[src/rtl/tqvp_raster_sequencer.sv]
// Beam-synchronised register-write sequencer: replays "at scanline >= Y write V to reg A"
// commands into the VGA register port during horizontal blanking.
// Latency: compare true in WAIT at edge N -> wr_valid during cycle N+1. Backpressure: holds
// wr_valid with stable addr/data until wr_ready; abandons the write (sets late) if blank ends.
//
// Ports: clk/rst (sync, active high); enable; load_en/load_idx/load_data command-table write;
// frame_start/blank/vga_y beam timing; clear_late; wr_valid/wr_ready/wr_addr/wr_data register
// write port; ptr/state/late status.
module tqvp_raster_sequencer #(
    parameter int DEPTH = 8,
    parameter int PW    = 3
) (
    input  logic          clk,
    input  logic          rst,
    input  logic          enable,
    input  logic          load_en,
    input  logic [PW-1:0] load_idx,
    input  logic [31:0]   load_data,
    input  logic          frame_start,
    input  logic          blank,
    input  logic [9:0]    vga_y,
    input  logic          clear_late,
    output logic          wr_valid,
    input  logic          wr_ready,
    output logic [5:0]    wr_addr,
    output logic [8:0]    wr_data,
    output logic [PW-1:0] ptr,
    output logic [1:0]    state,
    output logic          late
);

    typedef enum logic [1:0] {
        ST_IDLE  = 2'd0,
        ST_WAIT  = 2'd1,
        ST_ISSUE = 2'd2,
        ST_DONE  = 2'd3
    } state_t;

    typedef struct packed {
        logic       end_m;
        logic [8:0] val;
        logic [5:0] addr;
        logic [9:0] y;
    } entry_t;

    entry_t          entries_q [DEPTH];
    entry_t          entries_d [DEPTH];
    state_t          state_q, state_d;
    logic [PW-1:0]   ptr_q, ptr_d;
    logic [5:0]      wr_addr_q, wr_addr_d;
    logic [8:0]      wr_data_q, wr_data_d;
    logic            late_q, late_d;
    logic            late_set;
    entry_t          cur;

    // Bits [30:25] of a load word carry no meaning.
    logic unused_load_bits;
    assign unused_load_bits = ^load_data[30:25];

    assign cur = entries_q[ptr_q];

    always_comb begin
        entries_d = entries_q;
        if (load_en) begin
            entries_d[load_idx] = entry_t'{load_data[31], load_data[24:16],
                                           load_data[15:10], load_data[9:0]};
        end

        state_d   = state_q;
        ptr_d     = ptr_q;
        wr_addr_d = wr_addr_q;
        wr_data_d = wr_data_q;
        late_set  = 1'b0;

        case (state_q)
            ST_IDLE: begin
                state_d = ST_WAIT;
                ptr_d   = '0;
            end
            ST_WAIT: begin
                if (cur.end_m) begin
                    state_d = ST_DONE;
                end else if (blank && (vga_y >= cur.y)) begin
                    // Latched from the stored entry, so a same-cycle load to ptr
                    // cannot alter the write being launched.
                    wr_addr_d = cur.addr;
                    wr_data_d = cur.val;
                    state_d   = ST_ISSUE;
                end
            end
            ST_ISSUE: begin
                if (wr_ready) begin
                    if (ptr_q == PW'(DEPTH - 1)) begin
                        state_d = ST_DONE;
                    end else begin
                        ptr_d   = ptr_q + PW'(1);
                        state_d = ST_WAIT;
                    end
                end else if (!blank) begin
                    // Retry the same entry next blank; its Y condition still holds.
                    late_set = 1'b1;
                    state_d  = ST_WAIT;
                end
            end
            default: ;
        endcase

        // A write accepted this cycle has already advanced ptr above; the
        // frame restart simply takes precedence for the next state.
        if (frame_start && (state_q != ST_IDLE)) begin
            state_d = ST_WAIT;
            ptr_d   = '0;
        end

        // wr_valid is gated by enable, so no request is outstanding when disabled.
        if (!enable) begin
            state_d  = ST_IDLE;
            ptr_d    = '0;
            late_set = 1'b0;
        end

        late_d = late_set ? 1'b1 : (clear_late ? 1'b0 : late_q);
    end

    always_ff @(posedge clk) begin
        if (rst) begin
            for (int i = 0; i < DEPTH; i++) begin
                entries_q[i] <= entry_t'{1'b1, 9'd0, 6'd0, 10'd0};
            end
            state_q   <= ST_IDLE;
            ptr_q     <= '0;
            wr_addr_q <= '0;
            wr_data_q <= '0;
            late_q    <= 1'b0;
        end else begin
            for (int i = 0; i < DEPTH; i++) begin
                entries_q[i] <= entries_d[i];
            end
            state_q   <= state_d;
            ptr_q     <= ptr_d;
            wr_addr_q <= wr_addr_d;
            wr_data_q <= wr_data_d;
            late_q    <= late_d;
        end
    end

    assign wr_valid = (state_q == ST_ISSUE) && enable;
    assign wr_addr  = wr_addr_q;
    assign wr_data  = wr_data_q;
    assign ptr      = ptr_q;
    assign state    = state_q;
    assign late     = late_q;

endmodule
[config.mk]
export PLATFORM = sky130hd
export DESIGN_NAME = tqvp_raster_sequencer
export DESIGN_NICKNAME = d
export VERILOG_FILES = /design/src/rtl/tqvp_raster_sequencer.sv
export SDC_FILE = /design/constraint.sdc
export NUM_CORES = 1
export LEC_CHECK = 0
export CAP_MARGIN = 20
export CORE_UTILIZATION = 40
export DETAILED_ROUTE_END_ITERATION = 10
export PLACE_DENSITY_LB_ADDON = 0.12
export SLEW_MARGIN = 20
export SYNTH_ARGS = -nofsm -noshare
export SYNTH_HDL_FRONTEND = slang
export SYNTH_SLANG_ARGS = --single-unit
[constraint.sdc]
create_clock -name clk -period 4 [get_ports clk]
set_clock_uncertainty 0.2 [all_clocks]
set_input_delay 0.8 -clock clk [delete_from_list [all_inputs] [get_ports clk]]
set_output_delay 0.8 -clock clk [all_outputs]
set_load 0.02 [all_outputs]
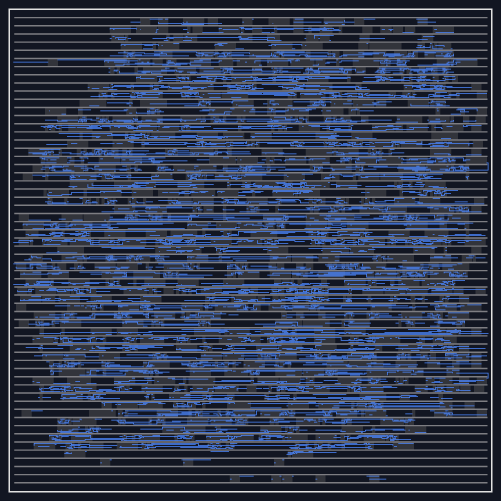
Run 1: M1 wires
Drawn at 3 px/um. Supply wires on this layer in gray. Cells faint in the background.
1169 nets have wire on it. The layer carries 12900 um of wire. The longest straight run is 65.3 um. The layer holds 46% of the routed length. The wires run mostly horizontal.

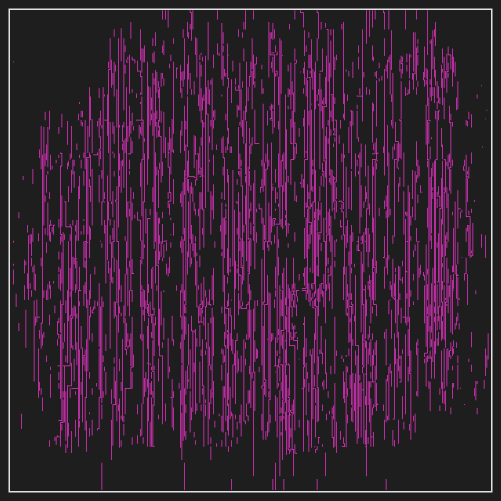
Run 1: metal 2
Drawn at 3 px/um.
The layer carries 13600 um of wire. The wires run mostly vertical. The longest straight run is 67.0 um.

==> impl_metrics.tcl, run 1 <==
# yosys + openroad results
set metrics [dict create \
    crit_chain "buf_4, mux4_2, mux2i_1, ha_1, a41oi_1, or3_1, a211oi_4, buf_12, nor2_1, a211oi_2" \
    regMostFlops "entries_q" \
    area.combinational_um2 4967 \
    worst_ir_drop_vdd_mv 0.2760 \
    r2r.worst_path.cells 10 \
    num-multi-input-gates 829 \
    groute.usage.overall 0.2228 \
    timing.final.hold_violations 0 \
    seq_cells 229 \
    clk_root_buffer_cell "clkbuf_16" \
    largest_reg_flops 208 \
    most_frequent_cell_after_synthesis "nand2_1" \
    netlist_instances 1172 \
    cp_delay_by_family_top "multiplexers" \
    nNonClkInverters 7 \
    hold_class "flop to flop" \
    dp_worst_setup_slack_ns 0.3899 \
    leakage_power_nw 3.827 \
    max-slew-margin-rel 0.5594 \
    post_synth_num_cell_types 33 \
    synth_stat.cells 1172 \
    whs_endpoint "entries_q[66]" \
    buffer_ports.inserted 68 \
    grt_pass1_wl_um 45190 \
    final-seq-area_um2 4591 \
    ys_chip_area_um2 10020 \
    fin_worst_hold_slack_ns 0.2494 \
    category_of_the_most_critical_setup_path "flop to flop" \
    core_util_floorplan 0.4098 \
    worstSkewPairLatency_ns 0.51 \
    layout.area.top_class "multi-input combinational cells" \
    use_met1 0.2999 \
    finalSetupTns_ns 0 \
    boundaryPins 75 \
    critical_path.reg2reg.startpoint "ptr[0]" \
    min_clock_period_post_route_ns 3.578 \
    logic_share_of_the_area 0.4194 \
    n_clock_buffer 40 \
    via_count_of_the_first_global_routing_pass 7991 \
    routed_via_density 5.286 \
    max_cap_violations 0 \
    number_of_cell_rows 57 \
    timing.hold.worst_path_depth 2 \
    finalSetupViolations 0 \
    gp_congestion 0.7475 \
    grt_overflow_total 0 \
    sequential_share_of_cell_area 0.3876 \
    postCtsHoldBufs 0 \
    edf_count 0 \
    worst_setup_path_startpoint "ptr[0]" \
    critical_path.reg2reg.endpoint "wr_addr[1]" \
    grt_start_max_net_pins 121 \
    run_status "finished clean" \
    tap_cells 324 \
    worst-slew-pin-transition_ns 0.6593 \
    min-delay-start "entries_q[66]" \
    die_x_um 160.3 \
    post_cts.resized_instances 0 \
    diodes 0 \
    ctsHtreeMaxLevel 1 \
    number_of_antenna_violations_at_the_first_check_in_global_routing 1 \
]
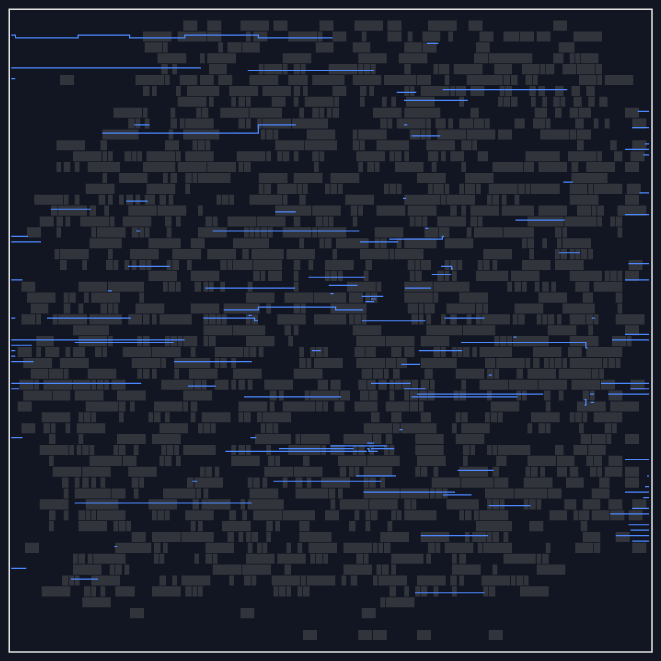
Run 1: metal 3
Drawn at 4 px/um. Cells faint in the background.
The longest straight run is 47.1 um. The layer carries 1230 um of wire. The wires run mostly horizontal.

-- run 1: placed cells by master, fill, tap and decap left out, types with 4 or more instances in the layout --
cell type / synthesis / routed
a211oi_2: 16 / 15
a21oi_1: 207 / 207
buf_12: 0 / 8
buf_4: 4 / 26
clkbuf_1: 56 / 9
clkbuf_16: 0 / 27
clkbuf_8: 0 / 4
clkdlybuf4s50_1: 0 / 67
dfxtp_1: 229 / 226
ha_1: 15 / 15
inv_1: 7 / 7
mux2i_1: 29 / 29
mux4_2: 50 / 50
nand2_1: 425 / 425
nand2b_1: 5 / 5
nand3_1: 9 / 9
nand3b_1: 9 / 9
nor2_1: 29 / 23
nor2_2: 0 / 6
nor2b_1: 7 / 7
o21ai_0: 4 / 4
-- run 1: worst reg2reg max path, stage by stage (launching register included) --
cell	delay [ns]
dfxtp_4	0.60
buf_4	0.27
mux4_2	0.52
mux2i_1	0.21
ha_1	0.20
a41oi_1	0.12
or3_1	0.50
a211oi_4	0.36
buf_12	0.24
nor2_1	0.11
a211oi_2	0.19
-- run 1: power breakdown --
part           internal [W]  total (W)  switching [W]
Combinational      0.000123   0.000320       0.000197
Sequential          0.00233    0.00235      0.0000226
Clock               0.00137    0.00228       0.000909
-- run 1: metrics by stage --
stage | total power (W) | instances | util
2_1_floorplan | 0.002590 | 1172 | -
3_3_place_gp | 0.002717 | 1491 | 0.4508
3_5_place_dp | 0.002721 | 1491 | 0.4508
4_1_cts | 0.005005 | 1536 | 0.4842
5_1_grt | 0.005148 | 1536 | 0.4842
6_report | 0.004950 | 1536 | 0.4842
-- run 1: kinds of logic after synthesis --
group                      share of synthesized area
adders and majority gates                    0.01872
AOI/OAI and AO/OA                             0.1324
muxes                                         0.1435
buffers and inverters                        0.05067
and+or+nand+nor                               0.1973
DFF                                           0.4573
==> run 2, diff against run 1 <==
- GPL_ROUTABILITY_DRIVEN: not set -> 0
- RECOVER_POWER: not set -> 100
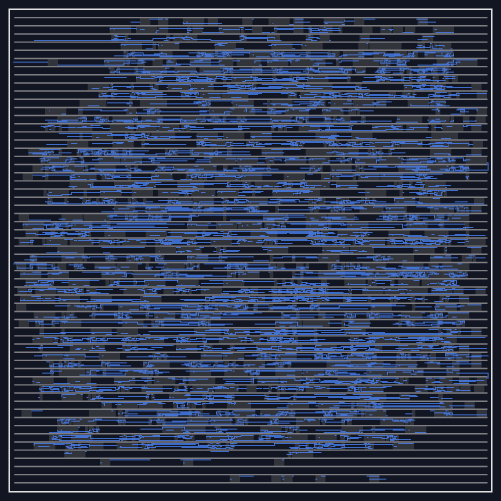
Run 2: M1 wires
Drawn at 3 px/um. Supply wires on this layer in gray. Cells faint in the background.
The wires run mostly horizontal. 1171 nets have wire on it. The layer carries 12800 um of wire. The longest straight run is 65.3 um.

==> run 2 against run 1 <==
- the run now ends with max-capacitance violations, max-slew violations left
- clock-buffer cell count stayed put
- register-to-register slack got worse by 0.04 ns
- clock power is essentially flat
- worst setup slack lost 0.039 ns
- core utilization fell by 0.71 points
- sequential cell count stayed put
- die area did not move
- critical endpoint is now state[1]
- total power decreased by 0.28%
- sequential share of layout area increased by 0.57 points
- critical path type unchanged
- combinational power is 4% lower
- cell area down 1.5%
==> impl_metrics.tcl, run 2 <==
# yosys + openroad results
set metrics [dict create \
    netlist_instances 1172 \
    final-seq-area_um2 4591 \
    async_reset_ff_frac 0 \
    crit_chain "buf_4, mux4_2, mux2i_1, ha_1, a21oi_1, a211oi_1, nor3_1, clkbuf_1, a21oi_1, o21ai_0, mux2_2" \
    number_of_detailed_route_iterations_in_the_first_pass 7 \
    layoutNonFillerInstCount 1536 \
    wirelength_met1_um 12820 \
    largest_reg_flops 208 \
    max_cap_violations 1 \
    clockPowerShare 0.461 \
    rsz0062_at_grt "no" \
    most_frequent_cell_after_synthesis "nand2_1" \
    combPwrFrac 0.062 \
    seq_power_share 0.476 \
    lay_top_count "nand2_1" \
    clk_root_buffer_cell "clkbuf_16" \
    worst_ir_drop_vdd_mv 0.2761 \
    final.setup.worst_slack_ns 0.3830 \
    topCellsByArea "dfxtp_1 46%, nand2_1 16%, mux4_2 11%, a21oi_1 10%, mux2i_1 2.9%" \
    cp_delay_by_family_top "multiplexers" \
    edf_count 0 \
    via_count_of_the_first_global_routing_pass 7991 \
    synth_stat.cells 1172 \
    timing.final.hold_violations 0 \
    worst-slew-pin-transition_ns 1.645 \
    finalMaxSlewViolations 12 \
    nNetsFinal 1263 \
    die_x_um 160.3 \
    cts_setup_buffers 0 \
    sw_frac_of_total 0.2276 \
    regMostFlops "entries_q" \
    ys_chip_area_um2 10020 \
    finalSetupTns_ns 0 \
    final.period_utilization 0.9043 \
    timing.hold.worst_path_depth 2 \
    area.combinational_um2 4910 \
    crit_cells 11 \
    netSwitchingPower_w 0.001123 \
    grt_overflow_total 0 \
    post_synth_num_cell_types 33 \
    postSynthAreaPerCell_um2 8.553 \
    post_cts.resized_instances 0 \
    category_of_the_most_critical_setup_path "flop to flop" \
    finalSetupViolations 0 \
    groute.usage.overall 0.2228 \
    synthTopCellsByCount "425 x nand2_1, 229 x dfxtp_1, 207 x a21oi_1" \
    worstSkewPairLatency_ns 0.51 \
    total_internal_power_w 0.003813 \
    hold_class "flop to flop" \
    nets_at_floorplan 1240 \
    dp_worst_setup_slack_ns 0.3899 \
    core_util_floorplan 0.4098 \
    yosysWarnings 0 \
    core_region_area_um2 24460 \
    boundaryPins 75 \
    netlist.top_cell.by_area "dfxtp_1" \
    number_of_antenna_violations_at_the_first_check_in_global_routing 1 \
    grt_pass1_wl_um 45190 \
    grt_start_max_net_pins 121 \
    worstPathMaxFanout 20 \
    final_layout_top_logic_cells "425 x nand2_1, 226 x dfxtp_1, 207 x a21oi_1, 50 x mux4_2, 44 x clkdlybuf4s50_1" \
    power.density_nw_per_um2 422.9 \
    areaGrowthSynthToFinish_pct 16.44 \
    critPathLaunchType "flop" \
    numCtsBuffers 26 \
    buffer_ports.inserted 68 \
    placedCellCount 1491 \
    run_status "finished, violations left" \
    failed_checks "max-capacitance violations, max-slew violations" \
    wire_per_inst_um 18.29 \
    number_of_cell_rows 57 \
    routed_via_density 5.263 \
    max-slew-margin-rel -0.1050 \
    detail_route.drc_violations 0 \
    r2r.worst_path.cells 11 \
    chipHeight_um 160.3 \
    dominantRegCellSynth "dfxtp_1" \
    leakage_power_nw 3.823 \
    postRouteWirelength_um 28100 \
    min_clock_period_post_route_ns 3.617 \
    fillers 2341 \
    portion_of_the_post_synthesis_area_used_by_sequential_elements 0.4573 \
    clock_tree_from_tritoncts "yes" \
    postCtsHoldBufs 0 \
    diodes 0 \
    ctsHtreeMaxLevel 1 \
]
==> run 2: power groups by stage <==
stage	sequential, W	clock, W	combinational [W]
2_1_floorplan	0.00240	0	0.000195
3_3_place_gp	0.00240	0	0.000318
3_5_place_dp	0.00240	0	0.000320
4_1_cts	0.00235	0.00233	0.000321
5_1_grt	0.00235	0.00244	0.000339
6_report	0.00235	0.00228	0.000308
==> run 2: path summary, 6_finish.rpt <==
check,startpoint,end
worst max-delay path,ptr[0],state[1]
worst min register to register,entries_q[66],entries_q[66]
worst max register to register,ptr[0],state[1]
worst min-delay path,entries_q[66],entries_q[66]
==> run 2: final cells by class <==
cell class | instances | area share
Multi-Input combinational cell | 829 | 0.4206
Sequential cell | 229 | 0.3933
Timing Repair Buffer | 102 | 0.07900
Clock buffer | 40 | 0.06549
Tap cell | 324 | 0.03473
Clock inverter | 5 | 0.004609
Inverter | 7 | 0.002251
==> run 2: metal layers <==
layer | track usage | vias to the layer above
met5 | 0 | -
met2 | 0.3806 | 193
li1 | - | 3988
met3 | 0.03099 | 33
met4 | 0.04632 | 2
met1 | 0.2999 | 3868
==> run 2: tightest hold or removal path: stages, from the launching register on <==
cell and delay (ns):
dfxtp_1 0.30, nand2_1 0.05, a21oi_1 0.05
==> run 2: cells by family after synthesis <==
logic type	share of synthesized area
AND/OR/NAND/NOR	0.1973
multiplexers	0.1435
adder cells (fa/ha/maj)	0.01872
flip-flops	0.4573
buffers and inverters	0.05067
AND-OR/OR-AND	0.1324
==> run 2: per-stage QoR <==
step	power (W)	util	cell area [um^2]	hold WS (ns)
after floorplan	0.002590	-	10020	0.2331
after global placement	0.002717	0.4508	11030	0.2376
after detailed placement	0.002721	0.4508	11030	0.2435
after CTS	0.005005	0.4842	11850	0.2519
after global routing	0.005136	0.4772	11670	0.2663
final	0.004936	0.4772	11670	0.2503
==> run 3, diff against run 2 <==
- CELL_PAD_IN_SITES_DETAIL_PLACEMENT: not set -> 1
- CELL_PAD_IN_SITES_GLOBAL_PLACEMENT: not set -> 2
- CORE_UTILIZATION: 40 -> 36
==> run 3 against run 2 <==
- clock power up 4%
- core utilization down 4.1 points
- the run still ends with max-capacitance violations, max-slew violations left
- first-iteration DRC count down 15%
- cell area up 1.2%
- total power up 1.8%
- non-clock buffer count unchanged
- sequential share of layout area down 0.46 points
- worst hold slack about the same
- critical path type is now flop to output pin
- critical endpoint is now ptr[1]
- register-to-register slack worse by 0.12 ns
- clock-buffer cell count up 2
- routed wire length up 13%
- highest routed layer unchanged
==> impl_metrics.tcl, run 3 <==
# yosys + openroad results
set metrics [dict create \
    areaGrowthSynthToFinish_pct 17.85 \
    finalMaxSlewViolations 162 \
    die_x_um 168.9 \
    run_status "finished, violations left" \
    layoutNonFillerInstCount 1589 \
    powerComb_w 0.000319 \
    power.density_nw_per_um2 425.5 \
    critical_path.reg2reg.startpoint "ptr[0]" \
    category_of_the_most_critical_setup_path "flop to output pin" \
    timing.final.hold_violations 0 \
    cts_setup_buffers 0 \
    ys_chip_area_um2 10020 \
    final_layout_top_logic_cells "425 x nand2_1, 227 x dfxtp_1, 207 x a21oi_1, 50 x mux4_2, 45 x clkdlybuf4s50_1" \
    core_region_area_um2 27100 \
    p_seq_w 0.00235 \
    pwr.group.clock_w 0.00236 \
    chipHeight_um 168.9 \
    grt_start_max_net_pins 170 \
    failed_checks "max-capacitance violations, max-slew violations" \
    yosysWarnings 0 \
    combPwrFrac 0.064 \
    ctsHtreeMaxLevel 1 \
    wire_per_inst_um 20.06 \
    total_internal_power_w 0.003820 \
    routed_via_density 5.193 \
    netlist_instances 1172 \
    topCellsByArea "dfxtp_1 46%, nand2_1 16%, mux4_2 11%, a21oi_1 10%, mux2i_1 2.9%" \
    worst-slew-pin-transition_ns 1.943 \
    worst_setup_path_startpoint "ptr[1]" \
    lay_top_count "nand2_1" \
    nNetsFinal 1264 \
    grt_overflow_total 0 \
    largest_reg_flops 208 \
    post_cts.resized_instances 0 \
    clock_tree_from_tritoncts "yes" \
    nets_at_floorplan 1240 \
    seq_power_share 0.468 \
    dp_worst_setup_slack_ns 0.2673 \
    most_frequent_cell_after_synthesis "nand2_1" \
    number_of_antenna_violations_at_the_first_check_in_global_routing 1 \
    diodes 0 \
    max_cap_violations 6 \
    detail_route.drc_violations 0 \
    leakage_power_nw 3.860 \
    sw_frac_of_total 0.2400 \
    hold_class "flop to flop" \
    critical_path.reg2reg.endpoint "wr_data[1]" \
    rsz0062_at_grt "no" \
    crit_chain "clkbuf_2, clkdlybuf4s50_1" \
    worstPathMaxFanout 29 \
    netlist.top_cell.by_area "dfxtp_1" \
    max-slew-margin-rel -0.2956 \
    r2r.worst_path.cells 10 \
]
run 3: cells by family (layout without fill, tap and decap cells):
family / Yosys count / in the layout / synth area share
simple gates: 497 / 497 / 0.1973
mux: 81 / 81 / 0.1435
flops: 229 / 229 / 0.4573
buf+inv: 114 / 159 / 0.05067
fa+ha+maj: 15 / 15 / 0.01872
compound gates: 236 / 236 / 0.1324
run 3: how the worst max path moves through the flow:
stage	to	slack (ns)	cells after the start
2_1_floorplan	state[1]	0.37	12
6_report	ptr[1]	0.24	2
3_3_place_gp	wr_addr[0]	0.34	10
5_1_grt	wr_data[1]	0.05	10
4_1_cts	wr_data[1]	0.23	10
3_5_place_dp	wr_data[1]	0.27	10
run 3: critical path, delay by kind of cell (launching register included):
family | cells | cell delay [ns]
buffers and inverters | 2 | 1.66
flip-flops | 1 | 0.55
run 3: cell type report:
class                           instances  area, um^2
Clock inverter                          8       50.05
Clock buffer                           42       802.0
Inverter                                7       26.28
Multi-Input combinational cell        829        4960
Tap cell                              372       465.4
Fill cell                            3117       15290
Timing Repair Buffer                  102       918.4
Sequential cell                       229        4592
run 3: per-layer routing:
| metal | global-route usage | share of wire | vias to the layer above |
|---|---|---|---|
| met1 | 0.3126 | 0.47 | 4125 |
| li1 | - | - | 3986 |
| met5 | 0 | 0.00031 | - |
| met2 | 0.3866 | 0.48 | 105 |
| met4 | 0.04466 | 0.014 | 2 |
| met3 | 0.02852 | 0.035 | 33 |
run 3: stage by stage:
stage | area [um^2] | util | power, W
4_1_cts | 11870 | 0.4379 | 0.005104
3_5_place_dp | 11010 | 0.4064 | 0.002726
6_report | 11810 | 0.4359 | 0.005026
3_3_place_gp | 11010 | 0.4064 | 0.002721
5_1_grt | 11810 | 0.4359 | 0.005238
2_1_floorplan | 10020 | - | 0.002590
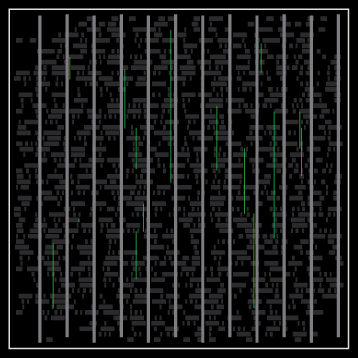
Run 3: met4 routing
Drawn at 2 px/um. Supply wires on this layer in gray. Cells faint in the background.
The layer holds 1.4% of the routed length. The wires run mostly vertical. The layer carries 439 um of wire. 6 nets have wire on it.
vias post-DR: 8251
final WL: 31880 um


==> layout pictures side by side <==
Routing congestion.
shot_01.png
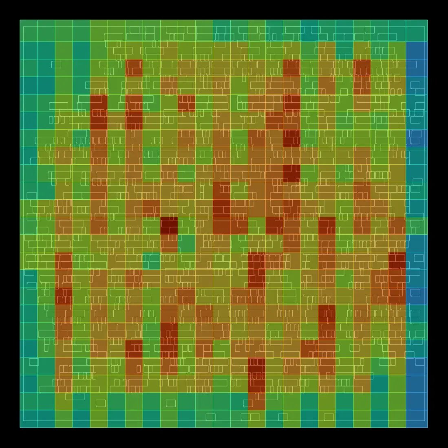
shot_02.png
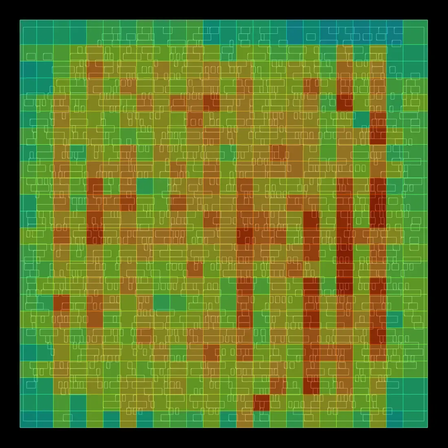
shot_01.png comes from run 1.
shot_02.png comes from run 3.

Power figures rest on the tool's default switching activity, not on a simulated workload.
